<file path="src/rtl/fft_pkg.sv">
// Shared constants, state encoding and butterfly address arithmetic
// for the radix-2 DIT FFT stage sequencer.
package fft_pkg;

   localparam int N       = 256;
   localparam int SIZE    = 8;
   localparam int STAGE_W = $clog2(SIZE);
   localparam int TW_W    = SIZE - 1;
   localparam int TW_LAT  = 1;

   typedef enum logic [1:0] {
      IDLE,
      RUN,
      DRAIN,
      DONE
   } state_t;

   function automatic logic [STAGE_W-1:0] sat_stage(
      input logic [STAGE_W-1:0] s
   );
      return (32'(s) > SIZE - 1) ? STAGE_W'(SIZE - 1) : s;
   endfunction

   // Returns {addr_a, addr_b, tw_idx} for butterfly k of stage s.
   function automatic logic [SIZE+SIZE+TW_W-1:0] bfly_addr(
      input logic [TW_W-1:0]    k,
      input logic [STAGE_W-1:0] s
   );
      logic [TW_W-1:0] mask;
      logic [TW_W-1:0] j;
      logic [SIZE-1:0] a;
      logic [SIZE-1:0] b;
      logic [TW_W-1:0] tw;
      mask = TW_W'((32'd1 << s) - 32'd1);
      j    = k & mask;
      a    = (({1'b0, k} >> s) << (s + 1)) | {1'b0, j};
      b    = a + (SIZE'(1) << s);
      tw   = j << (STAGE_W'(SIZE - 1) - s);
      return {a, b, tw};
   endfunction

endpackage

</file>
<file path="src/rtl/fft_bfly_addr_gen.sv">
// Combinational butterfly address generator: (k, s) to operand
// addresses and twiddle index.
module fft_bfly_addr_gen
   import fft_pkg::*;
(
   input  logic [TW_W-1:0]    k,
   input  logic [STAGE_W-1:0] s,
   output logic [SIZE-1:0]    addr_a,
   output logic [SIZE-1:0]    addr_b,
   output logic [TW_W-1:0]    tw_idx
);

   assign {addr_a, addr_b, tw_idx} = bfly_addr(k, s);

endmodule

</file>
<file path="src/rtl/fft_stage_addr_ctrl.sv">
// Radix-2 DIT FFT stage sequencer with valid/ready output.
// Define FFT_AUTO_STAGE_EN to run all stages from a single start.
module fft_stage_addr_ctrl
   import fft_pkg::*;
(
   input  logic               clk,
   input  logic               rst_n,
   input  logic               start,
   input  logic [STAGE_W-1:0] stage_sel,
   input  logic               out_ready,
   output logic               out_valid,
   output logic [SIZE-1:0]    addr_a,
   output logic [SIZE-1:0]    addr_b,
   output logic [TW_W-1:0]    tw_idx,
   output logic               tw_en,
   output logic [STAGE_W-1:0] stage_out,
   output logic               busy,
   output logic               done
);

   localparam logic [TW_W-1:0] K_LAST = '1;

   state_t             state;
   state_t             state_nx;
   logic [TW_W-1:0]    k;
   logic [STAGE_W-1:0] s;
   logic [SIZE-1:0]    gen_a;
   logic [SIZE-1:0]    gen_b;
   logic [TW_W-1:0]    gen_tw;
   logic               adv;
   logic               accept;
   logic               last;
   logic               stage_wrap;

   fft_bfly_addr_gen u_gen (
      .k      (k),
      .s      (s),
      .addr_a (gen_a),
      .addr_b (gen_b),
      .tw_idx (gen_tw)
   );

   assign adv    = !out_valid || out_ready;
   assign accept = out_valid && out_ready;
   assign last   = (k == K_LAST);
   assign busy   = (state == RUN) || (state == DRAIN);

`ifdef FFT_AUTO_STAGE_EN
   assign stage_wrap = last && (s != STAGE_W'(SIZE - 1));
`else
   assign stage_wrap = 1'b0;
`endif

   always_ff @(posedge clk or negedge rst_n) begin
      if (!rst_n) state <= IDLE;
      else        state <= state_nx;
   end

   always_comb begin
      state_nx = state;
      tw_en    = 1'b0;
      unique case (state)
         IDLE:  if (start) state_nx = RUN;
         RUN: begin
            tw_en = adv;
            if (adv && last && !stage_wrap) state_nx = DRAIN;
         end
         DRAIN: if (accept) state_nx = DONE;
         DONE:  state_nx = IDLE;
         default: state_nx = IDLE;
      endcase
   end

   // ROM is enabled on the same edge that loads these, so they line up.
   always_ff @(posedge clk or negedge rst_n) begin
      if (!rst_n) begin
         k         <= '0;
         s         <= '0;
         out_valid <= 1'b0;
         addr_a    <= '0;
         addr_b    <= '0;
         tw_idx    <= '0;
         stage_out <= '0;
         done      <= 1'b0;
      end else begin
         done <= (state == DONE);
         if (state == IDLE && start) begin
            k <= '0;
`ifdef FFT_AUTO_STAGE_EN
            s <= '0;
`else
            s <= sat_stage(stage_sel);
`endif
         end else if (state == RUN && adv) begin
            out_valid <= 1'b1;
            addr_a    <= gen_a;
            addr_b    <= gen_b;
            tw_idx    <= gen_tw;
            stage_out <= s;
            k         <= k + 1'b1;
            if (stage_wrap) s <= s + 1'b1;
         end else if (state == DRAIN && accept) begin
            out_valid <= 1'b0;
         end
      end
   end

endmodule

</file>
<file path="config.mk">
export PLATFORM = sky130hd
export DESIGN_NAME = fft_stage_addr_ctrl
export DESIGN_NICKNAME = d
export VERILOG_FILES = /design/src/rtl/fft_pkg.sv /design/src/rtl/fft_bfly_addr_gen.sv /design/src/rtl/fft_stage_addr_ctrl.sv
export SDC_FILE = /design/constraint.sdc
export NUM_CORES = 1
export LEC_CHECK = 0
export ABC_AREA = 1
export ABC_CLOCK_PERIOD_IN_PS = 4400
export CORE_ASPECT_RATIO = 0.9
export CORE_MARGIN = 5
export CORE_UTILIZATION = 40
export DETAILED_ROUTE_END_ITERATION = 7
export PLACE_DENSITY = 0.68
export SYNTH_ARGS = -nofsm -noshare
export SYNTH_HDL_FRONTEND = slang
export SYNTH_SLANG_ARGS = --single-unit
</file>
<file path="constraint.sdc">
create_clock -name clk -period 4.4 [get_ports clk]
set_input_delay 0.66 -clock clk [delete_from_list [all_inputs] [get_ports clk]]
set_output_delay 0.66 -clock clk [all_outputs]
set_load 0.01 [all_outputs]
</file>
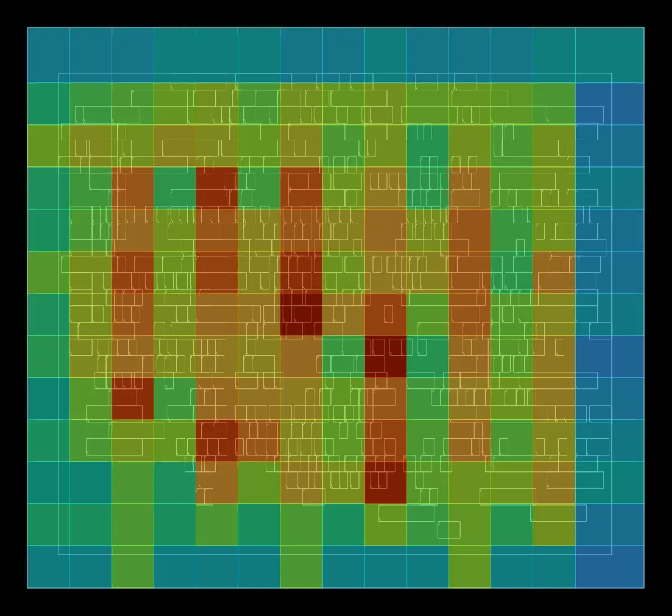
(run_1/final_congestion.png)
utilization after layout: 48.5%
drt wl/cell: 14.0 microns
GRT met3 Usage: 3.26%
total global routing track utilization: 16.8%
GRT busiest layer: met2

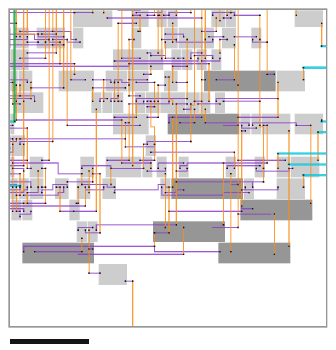
(run_1/zoom.png)
The bar under the picture is 10 microns long. Window x 56 to 96, y 3 to 43 microns. Cells in grey, sequential cells in the stronger grey; small squares are vias.
| layer | colour |
|---|---|
| met1 | purple |
| met4 | green |
| met3 | cyan |
| met2 | orange |
netlist names of flops here include: addr_a (4), addr_b (3)
sequential cells in the window: 7
cells with their middle in the window: 79
most frequent: nand2_1 (27), nand3_1 (9)

==> flow_metrics.env, run 1 <==
# source this file to load flow results
export IMPL_p_clk_share_pct=10.2
export IMPL_status="finished clean"
export IMPL_ys_seq_share_pct=33.6
export IMPL_irDropWorstVdd_uv=332
export IMPL_r2r_end="addr_b[6]$_DFFE_PN0P_"
export IMPL_min_period_ps=3260
export IMPL_comb_power_share_pct=67.7
export IMPL_crit_start="s[0]$_DFFE_PN0P_"
export IMPL_stdcell_count=541
export IMPL_cts_buffers_inserted=5
export IMPL_p_sw_mw=1.47
export IMPL_die_area_sq_um=9270
export IMPL_crit_end="addr_b[6]$_DFFE_PN0P_"
export IMPL_core_rowCount=29
export IMPL_lay_top_count="nand2_1"
export IMPL_floorplan_core_util_pct=41.7
export IMPL_syn_to_final_growth_pct=16.5
export IMPL_warning_count=34
export IMPL_path_buffers=2
export IMPL_synthDistinctLibCells=37
export IMPL_power_frac_seq_pct=22.1
export IMPL_n_antenna_cell=0
export IMPL_numPlacedInstances=533
export IMPL_critPathCaptureType="flop"
export IMPL_place_gp_congestion=0.936
export IMPL_dieWidth_microns=101
export IMPL_final_antenna_net_count=0
export IMPL_critical_path_class="reg -> reg"
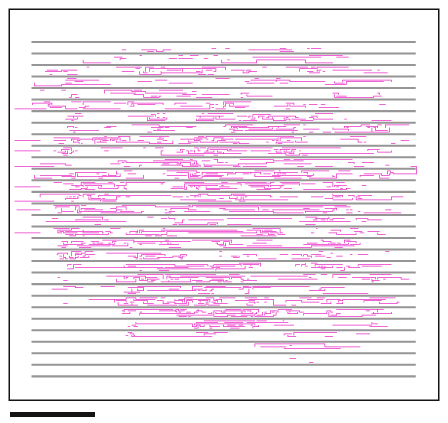
(run_1/met1.png)
The bar under the picture is 20 microns long. Supply wires on this layer in grey.
longest straight run: 36.3 microns
nets with wire on the layer: 429
wire length on this layer: 3620 microns
share of all routed wire: 48%
main direction: horizontal
via count: 2801
routing usage on met1: 23.3%
Final Routed Wirelength: 7.59 mm

==> run 1: per-stage QoR <==
step / util (%) / hold WS (ps) / cell area [sq um] / setup WS [ps] / power, mW
final: 48.5 / 472 / 3470 / 1140 / 2.92
after global routing: 48.5 / 500 / 3470 / 910 / 3.22
after CTS: 48.5 / 479 / 3470 / 1170 / 2.93
after detailed placement: 47.0 / 457 / 3360 / 1180 / 2.62
after global placement: 47.0 / 457 / 3360 / 1130 / 2.61
after floorplan: - / 364 / 2980 / 1410 / 2.07
==> run 1: cell usage after synthesis (all sizes together) <==
master	n	area, sq um
o211ai	1	12.5
ha	20	250
o32ai	1	16.3
dfrtp	40	1000
a21oi	16	80.1
clkbuf	1	3.75
nor2	19	78.8
inv	32	125
a22o	1	8.76
clkinv	1	3.75
o21a	1	7.51
nand4	8	50.1
o22ai	2	12.5
nand3b	2	18.8
nand2	151	584
nor4	1	12.5
buf	17	115
o21ai	34	174
xor2	2	17.5
and2	1	6.26
xnor2	2	17.5
or2	1	6.26
nor3	3	20.0
fa	1	20.0
nand3	60	335
==> run 1: registers in the layout, summed over array words and instances (netlist names) <==
| signal | cells |
|---|---|
| done | 1 |
| stage_out | 3 |
| s | 3 |
| tw_idx | 7 |
| state | 2 |
| addr_a | 8 |
| out_valid | 1 |
| addr_b | 8 |
| k | 7 |
==> run 1: logic make-up after synthesis <==
group                      after synthesis  share of synthesized area [%]
DFF                                     40                           33.6
buffers and inverters                   51                           8.32
adders and majority gates               21                           9.08
xor gates and xnor gates                 4                           1.18
AOI/OAI and AO/OA                       56                           10.5
and+or+nand+nor                        246                           37.4
==> run 1: power groups by stage <==
stage / clock network [mW] / logic, mW / registers (mW)
after CTS: 0.309 / 1.98 / 0.646
after floorplan: 0 / 1.40 / 0.670
after detailed placement: 0 / 1.97 / 0.653
final: 0.298 / 1.98 / 0.645
after global placement: 0 / 1.96 / 0.648
after global routing: 0.322 / 2.23 / 0.669
==> run 1: per-layer routing <==
layer  vias to the layer above  track usage, %
li1                       1432               -
met1                      1284            23.3
met2                        77            26.6
met3                         8            3.26
met4                         0            4.76
met5                         -               0
==> run 1: cell type report <==
| class | count | area [sq um] |
|---|---|---|
| sequential | 40 | 1000 |
| multi-input combinational | 327 | 1730 |
| tap | 93 | 116 |
| timing repair buffer | 40 | 385 |
| inverter | 33 | 129 |
| fill | 744 | 3680 |
| clock inverter | 2 | 35.0 |
| clock buffer | 6 | 72.6 |
==> run 1: worst register-to-register path, cell delays in order, from the launching register on <==
cell	delay, ps
dfrtp_1	470
buf_4	250
ha_1	260
ha_1	410
inv_1	230
o21ai_1	170
ha_1	250
fa_1	410
nand3_1	90
nand3_1	90
nand2_1	90
nand2_1	50
a21oi_1	150
xor2_1	140
o21ai_0	80
==> run_1/met3.png <==
The bar under the picture is 20 microns long.
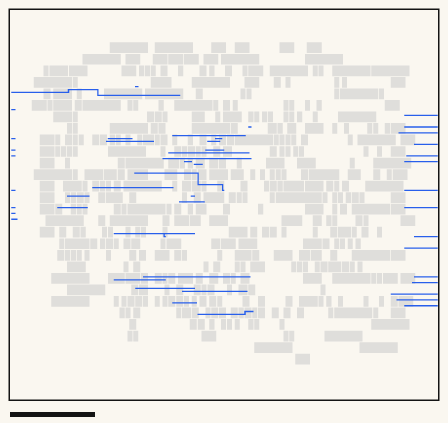

## Run 2: what changed since run 1
--- a/config.mk
+++ b/config.mk
@@ -6,7 +6,7 @@
 export NUM_CORES = 1
 export LEC_CHECK = 0
 export ABC_AREA = 1
-export ABC_CLOCK_PERIOD_IN_PS = 4400
+export ABC_CLOCK_PERIOD_IN_PS = 3400
 export CORE_ASPECT_RATIO = 0.9
 export CORE_MARGIN = 5
 export CORE_UTILIZATION = 40
==> constraint.sdc (replaced) <==
create_clock -name clk -period 3.4 [get_ports clk]
set_input_delay 0.51 -clock clk [delete_from_list [all_inputs] [get_ports clk]]
set_output_delay 0.51 -clock clk [all_outputs]
set_load 0.01 [all_outputs]
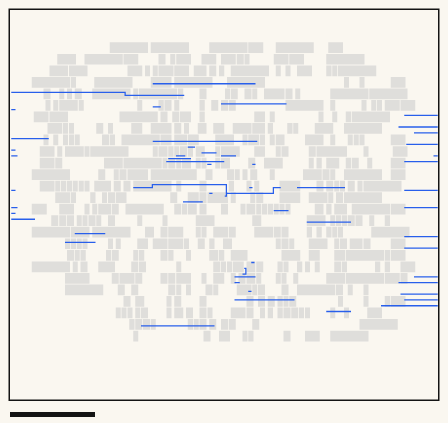
(run_2/met3.png)
The bar under the picture is 20 microns long.
nets with wire on the layer: 46
main direction: horizontal
wire length on this layer: 392 microns
longest straight run: 26.7 microns
via count: 2849
Final Routed Wirelength: 7.63 mm
GRT met3 Usage: 3.57%

==> run 2 against run 1 <==
Clock power is 43% higher. Routed wire length increased by 0.51%. Via count increased by 1.7%. Flip-flop count is the same. Largest power group unchanged.
==> flow_metrics.env, run 2 <==
# source this file to load flow results
export IMPL_critical_path_class="reg -> reg"
export IMPL_synth_top_cell_by_count="nand2_1"
export IMPL_largest_area_cell="dfrtp_1"
export IMPL_wire_per_inst_microns=13.9
export IMPL_status="finished clean"
export IMPL_critPathCaptureType="flop"
export IMPL_top_regs="addr_a (8), addr_b (8)"
export IMPL_core_rowCount=29
export IMPL_grt_use_total_pct=17.3
export IMPL_utilization_pct=49.9
export IMPL_fillCellCount=716
export IMPL_numPlacedInstances=543
export IMPL_r2r_end="addr_b[7]$_DFFE_PN0P_"
export IMPL_hold_worst_slack_ps=322
export IMPL_dieWidth_microns=101
export IMPL_irDropWorstVdd_uv=493
export IMPL_synthFlopType="dfrtp_1"
export IMPL_floorplan_core_util_pct=41.7
export IMPL_async_flop_share_pct=100
export IMPL_cts_buffers_inserted=5
export IMPL_pre_cts_ws_ps=249
export IMPL_placed_cell_area_sq_um=3440
export IMPL_ys_seq_share_pct=33.6
export IMPL_place_gp_congestion=0.949
export IMPL_portBuffers=36
export IMPL_synthTopCellsByArea="dfrtp_1 (34%), nand2_1 (18%), nand3_1 (8.9%)"
export IMPL_syn_to_final_growth_pct=19.7
export IMPL_n_antenna_cell=0
export IMPL_die_area_sq_um=9270
export IMPL_min_period_ps=3070
export IMPL_setup_ws_ps=326
export IMPL_final_antenna_net_count=0
export IMPL_stdcell_count=551
export IMPL_total_power_mw=3.95
export IMPL_warning_count=34
export IMPL_pwr_density_cell_nw_per_um2=1110
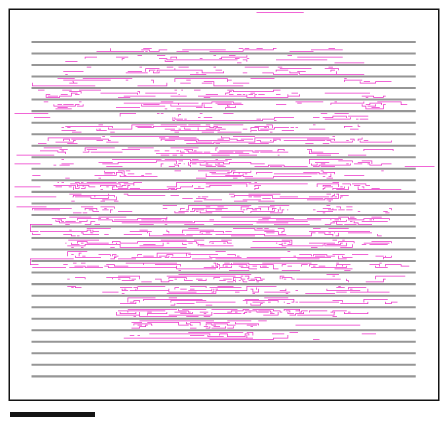
(run_2/met1.png)
The bar under the picture is 20 microns long. Supply wires on this layer in grey.
routing usage on met1: 24.4%

[run 2: cell types whose count changed in the layout (fill, tap and decap cells not counted)]
cell	change
o21ai_0	-1
nor2_2	+1
buf_4	+10
nor2_1	-1
clkbuf_1	-1
o21ai_1	+1
clkbuf_8	+2
clkinv_2	-1
[run 2: cell families (layout without fill, tap and decap cells)]
logic type | Yosys count | count (layout) | synth area share [%]
buffers and inverters | 51 | 91 | 8.32
DFF | 40 | 40 | 33.6
xor gates and xnor gates | 4 | 4 | 1.18
adders and majority gates | 21 | 21 | 9.08
and+or+nand+nor | 246 | 246 | 37.4
AOI/OAI and AO/OA | 56 | 56 | 10.5
[run 2: final cells by class]
cell class	count	area [sq um]	area share [%]
Multi-Input combinational cell	327	1730	48.6
Sequential cell	40	1000	28.1
Timing Repair Buffer	50	460	12.9
Inverter	33	129	3.62
Tap cell	93	116	3.26
Clock buffer	7	96.3	2.70
Clock inverter	1	30.0	0.842
[run 2: worst max path at each step]
stage | startpoint | endpoint | slack [ps] | cells after the start
5_1_grt | s[1]$_DFFE_PN0P_ | addr_b[7]$_DFFE_PN0P_ | 90 | 21
2_1_floorplan | s[1]$_DFFE_PN0P_ | addr_b[7]$_DFFE_PN0P_ | 410 | 23
3_3_place_gp | s[1]$_DFFE_PN0P_ | addr_b[7]$_DFFE_PN0P_ | 340 | 21
6_report | s[1]$_DFFE_PN0P_ | addr_b[7]$_DFFE_PN0P_ | 330 | 17
4_1_cts | s[1]$_DFFE_PN0P_ | addr_b[5]$_DFFE_PN0P_ | 230 | 15
3_5_place_dp | s[1]$_DFFE_PN0P_ | addr_b[5]$_DFFE_PN0P_ | 250 | 15
[run 2: power by group]
group	total [mW]	switching [mW]	internal [mW]	leakage, nW
Combinational	2.67	1.60	1.07	1.24
Sequential	0.848	0.177	0.671	0.518
Clock	0.427	0.168	0.259	0.0645
[run 2: what timing repair did]
action,in CTS,in global routing
resized,0,2
setup buffers,0,0
setup endpoints to repair,0,2
[run 2: worst max-delay path, delay by kind of cell, from the launching register on]
kind                     cells  cell delay, ps
adder cells (fa/ha/maj)      2             670
flip-flops                   1             540
AND-OR/OR-AND                1             260
AND/OR/NAND/NOR             10            1080
buffers and inverters        4             430
[run 2: metal layers]
metal	track usage [%]	wire length [microns]
met1	24.4	3660
met2	27.3	3490
met3	3.57	392
met4	3.99	97
met5	0	0
==> run_2/final_congestion.png <==
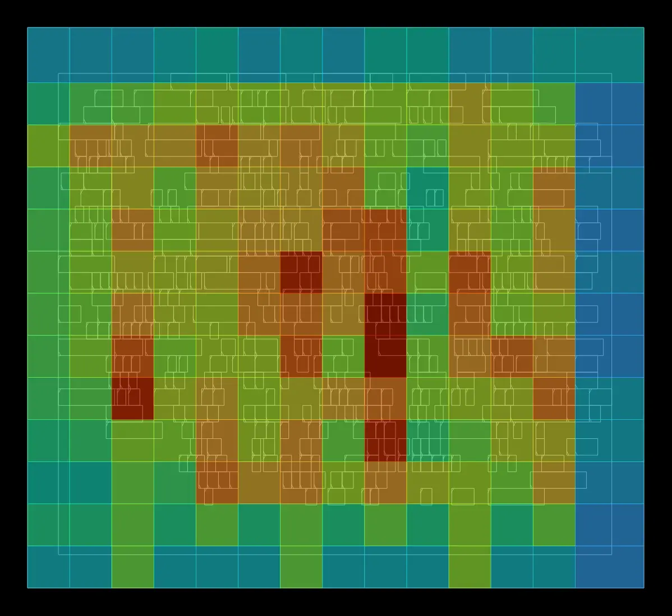

## Run 3: what changed since run 2
--- a/config.mk
+++ b/config.mk
@@ -11,7 +11,9 @@
 export CORE_MARGIN = 5
 export CORE_UTILIZATION = 40
 export DETAILED_ROUTE_END_ITERATION = 7
+export GPL_TIMING_DRIVEN = 0
 export PLACE_DENSITY = 0.68
+export SETUP_SLACK_MARGIN = 0.4
 export SYNTH_ARGS = -nofsm -noshare
 export SYNTH_HDL_FRONTEND = slang
 export SYNTH_SLANG_ARGS = --single-unit
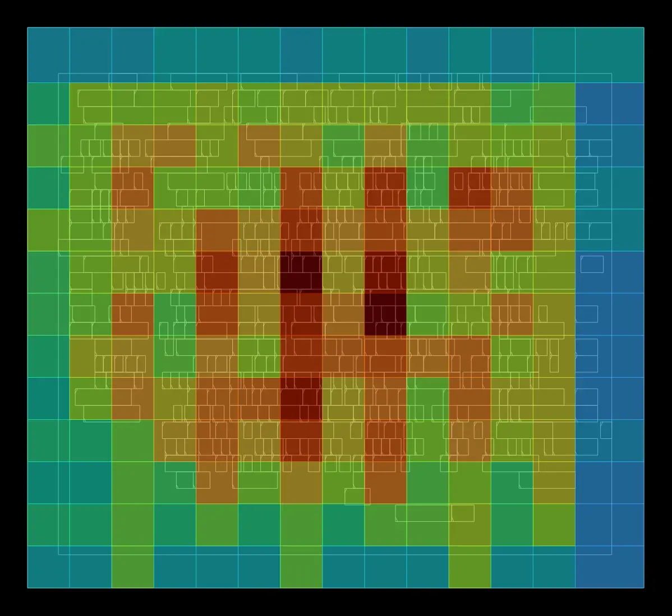
(run_3/final_congestion.png)
routing usage on met1: 25.5%
total global routing track utilization: 18.1%
GRT met3 Usage: 2.88%
met2 Usage GRT: 29.4%

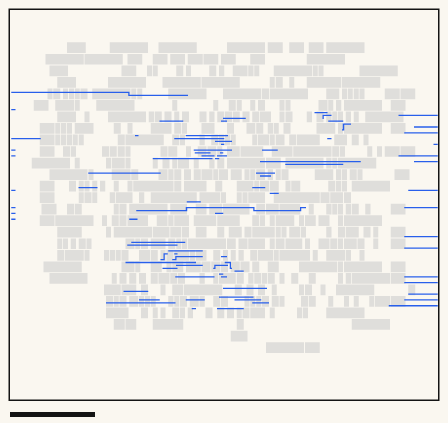
(run_3/met3.png)
The bar under the picture is 20 microns long.
Final Routed Wirelength: 8.56 mm
via count: 3053

==> run 3 against run 2 <==
Design area rose by 11%. Global-route usage up 0.79 points. Clock-buffer cell count down 2. Clock skew increased by 7.9 ps. Largest cell class unchanged. Highest routed layer unchanged.
==> flow_metrics.env, run 3 <==
# source this file to load flow results
export IMPL_fillCellCount=662
export IMPL_path_buffers=5
export IMPL_synthTopCellsByArea="dfrtp_1 (34%), nand2_1 (18%), nand3_1 (8.9%)"
export IMPL_crit_end="addr_b[6]$_DFFE_PN0P_"
export IMPL_p_clk_share_pct=10.0
export IMPL_lay_top_count="nand2_1"
export IMPL_syn_to_final_growth_pct=32.4
export IMPL_yosys_top_cells_count="nand2_1 (146), nand3_1 (53), dfrtp_1 (40)"
export IMPL_top_regs="addr_a (8), addr_b (8)"
export IMPL_cts_buffers_inserted=5
export IMPL_dieWidth_microns=101
export IMPL_die_area_sq_um=9270
export IMPL_ys_seq_share_pct=33.6
export IMPL_r2r_end="addr_b[6]$_DFFE_PN0P_"
export IMPL_critical_path_class="reg -> reg"
export IMPL_async_flop_share_pct=100
export IMPL_status="finished clean"
export IMPL_switching_share_pct=47.9
export IMPL_crit_cells=16
export IMPL_pre_cts_ws_ps=-121
export IMPL_synth_edff_count=0
export IMPL_place_gp_congestion=0.903
export IMPL_regArea_sq_um=1000
export IMPL_total_power_mw=4.60
export IMPL_utilization_pct=55.2
export IMPL_stdcell_count=573
export IMPL_numPlacedInstances=547
export IMPL_pwr_density_cell_nw_per_um2=1170
export IMPL_core_rowCount=29
export IMPL_irDropWorstVdd_uv=403
export IMPL_top_cell_area_share_pct=33.6
export IMPL_final_antenna_net_count=0
export IMPL_synthFlopType="dfrtp_1"
export IMPL_hold_worst_slack_ps=323
export IMPL_power_frac_seq_pct=17.8
export IMPL_portBuffers=36
export IMPL_cp_top_family="adder cells"
-- run 3: stage by stage --
step / TNS (ps) / area [sq um]
2_1_floorplan: 0 / 2980
3_3_place_gp: -21.5 / 3450
3_5_place_dp: -289 / 3450
4_1_cts: 0 / 3710
5_1_grt: 0 / 3940
6_report: 0 / 3940
-- run 3: cells by family (layout without fill, tap and decap cells) --
family / after synthesis / in the layout / share of synthesized area, %
AND-OR/OR-AND: 56 / 56 / 10.5
XOR/XNOR: 4 / 4 / 1.18
adder cells (fa/ha/maj): 21 / 21 / 9.08
buffers and inverters: 51 / 113 / 8.32
flip-flops: 40 / 40 / 33.6
AND/OR/NAND/NOR: 246 / 246 / 37.4
-- run 3: worst min-delay path by stage --
stage                          startpoint                    end  slack, ps  cells past startpoint
floorplan                           rst_n  addr_a[0]$_DFFE_PN0P_        210                      0
finish                              rst_n  addr_b[3]$_DFFE_PN0P_        320                      1
global route                        rst_n  addr_a[6]$_DFFE_PN0P_        440                      1
detailed placement  addr_b[0]$_DFFE_PN0P_  addr_b[0]$_DFFE_PN0P_        460                      2
global placement    addr_b[1]$_DFFE_PN0P_  addr_b[1]$_DFFE_PN0P_        460                      2
CTS                                 rst_n  addr_b[3]$_DFFE_PN0P_        370                      1
-- run 3: power groups by stage --
stage	Clock [mW]	Sequential (mW)	Combinational (mW)
4_1_cts	0.465	0.814	2.90
6_report	0.460	0.819	3.33
3_5_place_dp	0	0.834	2.65
3_3_place_gp	0	0.825	2.63
2_1_floorplan	0	0.867	1.81
5_1_grt	0.478	0.847	3.64
-- run 3: final cells by class --
class	count	area share, %
sequential	40	25.4
timing repair buffer	55	12.6
inverter	33	3.59
buffer	18	4.09
clock buffer	5	1.75
clock inverter	2	1.52
multi-input combinational	327	48.0
tap	93	2.95
-- run 3: routing by layer --
layer / up-vias / part of all wire, % / global-route usage [%]
met2: 122 / 48 / 29.4
met4: 0 / 1.8 / 3.88
met3: 26 / 6.0 / 2.88
met1: 1404 / 44 / 25.5
li1: 1501 / - / -
met5: - / 0 / 0
-- run 3: worst register-to-register path, delay by kind of cell, from the launching register on --
family          cells  cell delay, ps
compound gates      3             330
xor+xnor            1             140
fa+ha+maj           3             830
buf+inv             5             660
flops               1             440
simple gates        4             340
-- run 3: repair_timing --
item                       in CTS  in global routing
pin swaps                       1                 10
resized                        23                 33
buffers inserted                5                 14
setup endpoints to repair       7                  3
hold buffers                    0                  0
No activity file was given, so power comes from the tool's default toggle rates.
